[config.mk]
export PLATFORM = sky130hd
export DESIGN_NAME = rom_stream_reader
export DESIGN_NICKNAME = d
export VERILOG_FILES = /design/src/rtl/rom_stream_reader_pkg.sv /design/src/rtl/rom_stream_reader_stream_fifo.sv /design/src/rtl/rom_stream_reader.sv
export SDC_FILE = /design/constraint.sdc
export NUM_CORES = 1
export LEC_CHECK = 0
export CORE_UTILIZATION = 55
export DETAILED_ROUTE_END_ITERATION = 12
export GPL_TIMING_DRIVEN = 0
export PLACE_DENSITY = 0.82
export SETUP_SLACK_MARGIN = 0.02
export SYNTH_ARGS = -nofsm -noshare
export SYNTH_HDL_FRONTEND = slang
export SYNTH_SLANG_ARGS = --single-unit
[constraint.sdc]
create_clock -name clk -period 7.6 [get_ports clk]
set_input_delay 2.28 -clock clk [delete_from_list [all_inputs] [get_ports clk]]
set_output_delay 2.28 -clock clk [all_outputs]
set_load 0.02 [all_outputs]
[src/rtl/rom_stream_reader_pkg.sv]
// rtl/rom_stream_reader_pkg.sv - shared geometry and FSM encodings for the ROM burst reader
package rom_stream_reader_pkg;

    // Geometry of the 16x16 ROM core this reader feeds.
    localparam int ROM_ADDR_W = 4;
    localparam int ROM_DATA_W = 16;

    // Default output buffer depth; two entries sustain one word per cycle
    // across the one-cycle ROM read latency.
    localparam int DEFAULT_BUF_DEPTH = 2;

    // Burst FSM encodings.
    typedef logic [1:0] state_t;
    localparam state_t ST_IDLE  = 2'd0;
    localparam state_t ST_ISSUE = 2'd1;
    localparam state_t ST_DRAIN = 2'd2;

endpackage

[src/rtl/rom_stream_reader_stream_fifo.sv]
// rtl/rom_stream_reader_stream_fifo.sv - small synchronous FIFO buffering ROM words ahead of the stream output
//
// Ports:
//   clk_i, rst_i       clock, asynchronous active-high reset
//   push_i/push_data_i write one entry (ignored when full and not popping)
//   pop_i              remove the head entry (ignored when empty)
//   head_data_o        head entry; holds the most recently popped entry while empty
//   count_o            number of stored entries
//   empty_o, full_o    occupancy flags
module stream_fifo #(
    parameter int WIDTH = 17,
    parameter int DEPTH = 2,
    localparam int PTR_W = (DEPTH > 1) ? $clog2(DEPTH) : 1,
    localparam int CNT_W = $clog2(DEPTH + 1)
) (
    input  logic             clk_i,
    input  logic             rst_i,
    input  logic             push_i,
    input  logic [WIDTH-1:0] push_data_i,
    input  logic             pop_i,
    output logic [WIDTH-1:0] head_data_o,
    output logic [CNT_W-1:0] count_o,
    output logic             empty_o,
    output logic             full_o
);

    logic [WIDTH-1:0] mem_q [DEPTH];
    logic [PTR_W-1:0] wr_ptr_q;
    logic [PTR_W-1:0] rd_ptr_q;
    logic [CNT_W-1:0] count_q;
    logic [WIDTH-1:0] hold_q;
    logic             do_push;
    logic             do_pop;

    function automatic logic [PTR_W-1:0] ptr_inc(input logic [PTR_W-1:0] p);
        return (p == PTR_W'(DEPTH - 1)) ? '0 : p + PTR_W'(1);
    endfunction

    assign empty_o = (count_q == '0);
    assign full_o  = (count_q == CNT_W'(DEPTH));
    assign count_o = count_q;

    assign do_pop  = pop_i && !empty_o;
    // A full FIFO can still take a word in the same cycle its head leaves.
    assign do_push = push_i && (!full_o || do_pop);

    // While empty, present the last word that left so the output does not
    // glitch to a stale slot.
    assign head_data_o = empty_o ? hold_q : mem_q[rd_ptr_q];

    always_ff @(posedge clk_i or posedge rst_i) begin
        if (rst_i) begin
            for (int i = 0; i < DEPTH; i++) begin
                mem_q[i] <= '0;
            end
            wr_ptr_q <= '0;
            rd_ptr_q <= '0;
            count_q  <= '0;
            hold_q   <= '0;
        end else begin
            if (do_push) begin
                mem_q[wr_ptr_q] <= push_data_i;
                wr_ptr_q        <= ptr_inc(wr_ptr_q);
            end
            if (do_pop) begin
                hold_q   <= mem_q[rd_ptr_q];
                rd_ptr_q <= ptr_inc(rd_ptr_q);
            end
            if (do_push && !do_pop) begin
                count_q <= count_q + CNT_W'(1);
            end else if (do_pop && !do_push) begin
                count_q <= count_q - CNT_W'(1);
            end
        end
    end

endmodule

[src/rtl/rom_stream_reader.sv]
// rtl/rom_stream_reader.sv - burst reader issuing consecutive ROM reads and streaming the words out
//
// Ports:
//   clk, rst                 clock, asynchronous active-high reset
//   start/start_addr/count   burst request (count 0 = full ROM), accepted only when idle
//   rom_en/rom_addr          read request to the ROM wrapper
//   rom_data                 ROM word, valid the cycle after rom_en
//   out_valid/out_ready      downstream handshake
//   out_data/out_last        head word and end-of-burst marker
//   busy                     burst in progress, through the done cycle
//   done                     one-cycle pulse after the final word transfers
module rom_stream_reader
    import rom_stream_reader_pkg::*;
#(
    parameter int ADDR_W    = ROM_ADDR_W,
    parameter int DATA_W    = ROM_DATA_W,
    parameter int BUF_DEPTH = DEFAULT_BUF_DEPTH
) (
    input  logic              clk,
    input  logic              rst,
    input  logic              start,
    input  logic [ADDR_W-1:0] start_addr,
    input  logic [ADDR_W-1:0] count,
    output logic              rom_en,
    output logic [ADDR_W-1:0] rom_addr,
    input  logic [DATA_W-1:0] rom_data,
    output logic              out_valid,
    input  logic              out_ready,
    output logic [DATA_W-1:0] out_data,
    output logic              out_last,
    output logic              busy,
    output logic              done
);

    localparam int REM_W = ADDR_W + 1;
    localparam int CNT_W = $clog2(BUF_DEPTH + 1);
    localparam int OCC_W = CNT_W + 1;
    localparam logic [OCC_W-1:0] DEPTH_V = OCC_W'(BUF_DEPTH);

    state_t            state_q, state_d;
    logic [ADDR_W-1:0] addr_q, addr_d;
    logic [REM_W-1:0]  remaining_q, remaining_d;
    logic              in_flight_q, in_flight_d;
    logic              last_flight_q, last_flight_d;
    logic              done_q, done_d;

    logic [DATA_W:0]   fifo_head;
    logic [CNT_W-1:0]  fifo_count;
    logic              fifo_empty;
    logic              fifo_full;
    logic              pop;
    logic              issue;
    logic              final_pop;
    logic [OCC_W-1:0]  occupancy;

    assign pop = out_valid && out_ready;

    // Words already committed to the buffer after this cycle, counting the
    // read in flight and crediting a word leaving now.
    assign occupancy = {1'b0, fifo_count}
                     + {{CNT_W{1'b0}}, in_flight_q}
                     - {{CNT_W{1'b0}}, pop};

    assign issue     = (state_q == ST_ISSUE) && (occupancy < DEPTH_V);
    assign final_pop = (state_q == ST_DRAIN) && pop && out_last;

    assign rom_en    = issue;
    assign rom_addr  = addr_q;
    assign out_valid = !fifo_empty;
    assign out_data  = fifo_head[DATA_W-1:0];
    assign out_last  = !fifo_empty && fifo_head[DATA_W];
    assign busy      = (state_q != ST_IDLE) || done_q;
    assign done      = done_q;

    always_comb begin
        state_d       = state_q;
        addr_d        = addr_q;
        remaining_d   = remaining_q;
        in_flight_d   = issue;
        last_flight_d = issue && (remaining_q == REM_W'(1));
        done_d        = final_pop;

        case (state_q)
            ST_IDLE: begin
                // A start in the done cycle is ignored because busy is still high.
                if (start && !done_q) begin
                    addr_d      = start_addr;
                    remaining_d = (count == '0) ? REM_W'(1 << ADDR_W) : {1'b0, count};
                    state_d     = ST_ISSUE;
                end
            end
            ST_ISSUE: begin
                if (issue) begin
                    addr_d      = addr_q + ADDR_W'(1);
                    remaining_d = remaining_q - REM_W'(1);
                    if (remaining_q == REM_W'(1)) begin
                        state_d = ST_DRAIN;
                    end
                end
            end
            ST_DRAIN: begin
                if (final_pop) begin
                    state_d = ST_IDLE;
                end
            end
            default: begin
                state_d = ST_IDLE;
            end
        endcase
    end

    always_ff @(posedge clk or posedge rst) begin
        if (rst) begin
            state_q       <= ST_IDLE;
            addr_q        <= '0;
            remaining_q   <= '0;
            in_flight_q   <= 1'b0;
            last_flight_q <= 1'b0;
            done_q        <= 1'b0;
        end else begin
            state_q       <= state_d;
            addr_q        <= addr_d;
            remaining_q   <= remaining_d;
            in_flight_q   <= in_flight_d;
            last_flight_q <= last_flight_d;
            done_q        <= done_d;
        end
    end

    // The issue rule guarantees space, so the push never finds the FIFO full.
    stream_fifo #(
        .WIDTH (DATA_W + 1),
        .DEPTH (BUF_DEPTH)
    ) u_fifo (
        .clk_i       (clk),
        .rst_i       (rst),
        .push_i      (in_flight_q),
        .push_data_i ({last_flight_q, rom_data}),
        .pop_i       (pop),
        .head_data_o (fifo_head),
        .count_o     (fifo_count),
        .empty_o     (fifo_empty),
        .full_o      (fifo_full)
    );

endmodule

==> flow_metrics.py <==
# Auto-generated metrics
metrics = {
    "outcome": {
        "status": "complete, no violations",
    },
    "placement": {
        "hpwlAfterDp_mm": 4.45,
        "portBuffers": 52,
        "gp_congestion": 0.792,
    },
    "global_routing": {
        "grt_max_degree": 69,
        "grt_first_pass_wirelength_mm": 11.0,
        "grt_pass1_vias": 2357,
        "antenna_found_initial": 0,
        "grtUsageTotal_pct": 23.9,
        "grt-ovfl-total": 0,
    },
    "flow_run": {
        "maxCapViolCount": 0,
        "warnings": 27,
    },
    "synth": {
        "syn_area_per_cell_um2": 11.8,
        "synth_top_cell_by_area": "dfrtp_1",
        "synth_cell_type_count": 41,
        "ys_area_um2": 3210,
        "edf_count": 0,
        "syn_inst": 272,
        "topCellsByArea": "dfrtp_1, mux2_2, mux2_4",
        "async_flop_share_pct": 100,
        "yosys_warnings": 0,
        "yosys_most_used_dff": "dfrtp_1",
        "synth_nets": 306,
        "top_cell_area_share_pct": 52.9,
        "synth_flops": 68,
        "synth_seq_share_pct": 52.9,
        "synth.cell_area_um2": 3210,
        "ys_cells": 272,
    },
    "clock_tree": {
        "cts_sinks": 68,
        "cts-root-buf": "clkbuf_8",
        "ctsHoldBuffers": 0,
        "cts.clk_slew.worst_paths_ns": 0.06,
        "cts_buffer_depth": 2,
        "cts_buffers": 9,
        "cts_max_level": 3,
        "clock_latency_ns": 0.35,
        "cts_tree": "done",
    },
    "final_timing": {
        "slew_viol_final": 0,
        "finalClockPeriodUsage_pct": 97.9,
        "fin_crit_ns": 7.44,
        "grt_setup_unrepaired": "false",
        "finalSetupTns_ns": 0,
        "setup_viol": 0,
        "fmax_mhz": 134,
        "tightestPinTransition_ns": 0.802,
        "hold_slack_ns": 0.483,
        "skew_ns": 0.00991,
        "hold_viol_final": 0,
        "max_slew_margin_pct": 46.5,
    },
    "die": {
        "initCoreUtil_pct": 57.7,
        "chipHeight_um": 78.4,
        "ios": 53,
        "fp-row-count": 27,
        "chipArea_um2": 6150,
        "coreArea_um2": 5570,
        "die_width_um": 78.4,
    },
    "setup_path": {
        "crit_path_max_fanout": 10,
        "worstSetupPathType": "in2out",
        "end_kind": "output pin",
        "crit_required_ns": 5.32,
        "start_kind": "input pin",
        "worstPathArrival_ns": 5.16,
    },
    "detailed_routing": {
        "drcViolationCount": 0,
        "avgRoutedWirePerCell_um": 15.9,
        "vias": 2330,
        "drt_iter0_drc": 135,
        "routed_wl_mm": 6.53,
        "viasPerCell": 5.67,
        "detail-route-antenna-nets": 0,
        "firstDrtPassIters": 4,
    },
    "layout": {
        "fin_nets": 369,
        "lay_top_count": "dfrtp_1",
        "antenna_cells": 0,
        "drive_above_1_share_pct": 19.5,
        "areaGrowthSynthToFinish_pct": 24.4,
        "nFillCells": 401,
        "lay_top_cells": "dfrtp_1, clkdlybuf4s50_1, nor2_1",
    },
    "power": {
        "ir_drop_v": 0.000219,
        "power_density_nw_per_um2": 486,
        "power.leakage_nw": 1.81,
    },
    "worst_hold_path": {
        "hp-class": "reg2reg",
    },
}
[timing repair]
item / CTS / global route
gates resized: 3 / 0
setup endpoints to repair: 1 / 0
setup buffers: 0 / 0
[power by group]
group / switching (mW) / internal, mW
registers: 0.104 / 0.531
clock network: 0.126 / 0.134
logic: 0.547 / 0.504
[worst max-delay path: stages]
cell and delay, ns:
clkdlybuf4s50_1 0.58, nand2_2 0.16, buf_4 0.22, inv_1 0.08, ha_1 0.23, nor2b_1 0.15, fa_1 0.52, or3_4 0.46
inv_2 0.13, dlygate4sd2_1 0.35
[path summary, 6_finish.rpt]
kind	from	to	slack, ns	depth (start not counted)
max	out_ready	rom_en	0.16	10
max in group asynchronous	rst	u_fifo.hold_q[6]	4.62	2
min	u_fifo.hold_q[11]	u_fifo.hold_q[11]	0.48	2
min reg2reg	u_fifo.hold_q[11]	u_fifo.hold_q[11]	0.48	2
max reg2reg	u_fifo.count_o[0]	remaining_q[4]	4.37	12
min in group asynchronous	rst	u_fifo.mem_q[4]	2.45	2
[synth_stat cells (all sizes together), types with 4 or more instances]
master	count
nor2	27
o21ai	24
nand2	19
a21oi	17
mux2	34
xnor2	5
dfrtp	68
mux2i	17
clkbuf	4
buf	7
ha	5
inv	10
[layout make-up]
cell class | count | area (um^2) | share of cell area (%)
inverter | 10 | 40.0 | 1.00
clock buffer | 13 | 159 | 3.97
tap | 72 | 90.1 | 2.25
timing repair buffer | 52 | 519 | 13.0
multi-input combinational | 183 | 1410 | 35.2
sequential | 68 | 1700 | 42.5
clock inverter | 2 | 10.0 | 0.250
buffer | 11 | 73.8 | 1.85
[through the flow]
| stage | setup WS (ns) | power [mW] | instances | area (um^2) |
|---|---|---|---|---|
| 2_1_floorplan | 1.18 | 1.33 | 272 | 3210 |
| 3_3_place_gp | -0.213 | 1.66 | 396 | 3820 |
| 3_5_place_dp | -0.240 | 1.69 | 396 | 3830 |
| 4_1_cts | 0.173 | 1.96 | 411 | 4000 |
| 5_1_grt | 0.0343 | 2.08 | 411 | 4000 |
| 6_report | 0.161 | 1.95 | 411 | 4000 |
[metal layers]
metal / vias up / track usage, % / wire length, um / part of all wire [%]
met1: 1174 / 30.2 / 2980 / 46
met2: 57 / 38.7 / 3170 / 49
met5: - / 0 / 0 / 0
li1: 1087 / - / - / -
met4: 0 / 6.85 / 98 / 1.5
met3: 12 / 8.49 / 279 / 4.3
[flip-flops by register name (all words and copies together) (netlist names), 2 cells and up]
name / count
remaining_q: 5
rom_addr: 4
state_q: 2
u_fifo.count_o: 2
u_fifo.hold_q: 16
u_fifo.mem_q: 34
[cell families (layout without fill, tap and decap cells)]
group                    after synthesis  after routing  synth area share (%)
AND-OR/OR-AND                         61             61                  12.1
XOR/XNOR                               6              6                  1.63
adder cells (fa/ha/maj)                6              6                  2.57
buffers and inverters                 21             88                  3.39
flip-flops                            68             68                  52.9
multiplexers                          51             51                  18.6
AND/OR/NAND/NOR                       59             59                  8.72
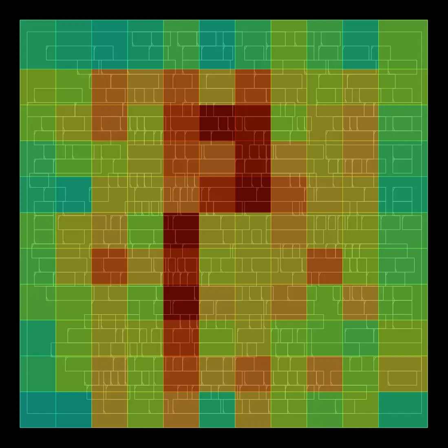
congestion.png
met2 usage: 38.7%
Final Util: 71.8%
met1 Use GR: 30.2%

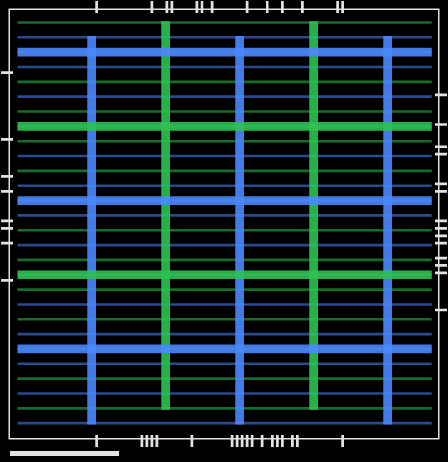
power_grid.png
The bar under the picture is 20 um long. Pins as bars on the die edge.
VDD: in green. VSS: in blue.
28 met1 rails follow the rows. 5 straps on met4. The core has 27 rows.

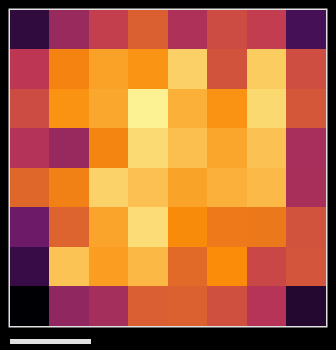
cell_density.png
The bar under the picture is 20 um long. The die is cut into 8 by 8 equal tiles; black is low, pale yellow is high, 0 to 100% covered.
The mean over all tiles is 64%. 1.6% of the tiles are nearly empty. The emptiest ninth of the die: south-west.

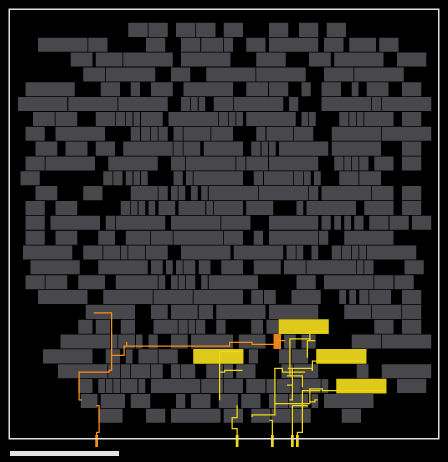
io_fan.png
The bar under the picture is 20 um long.
`rom_addr`: in yellow, bits 4, direction output, edge south, end cells 4, buffers 4, wire 142 um. `rom_en`: in orange, bits 1, direction output, edge south, end cells 1, buffers 1, wire 67.3 um.

Power is estimated from default activity; no workload was simulated.
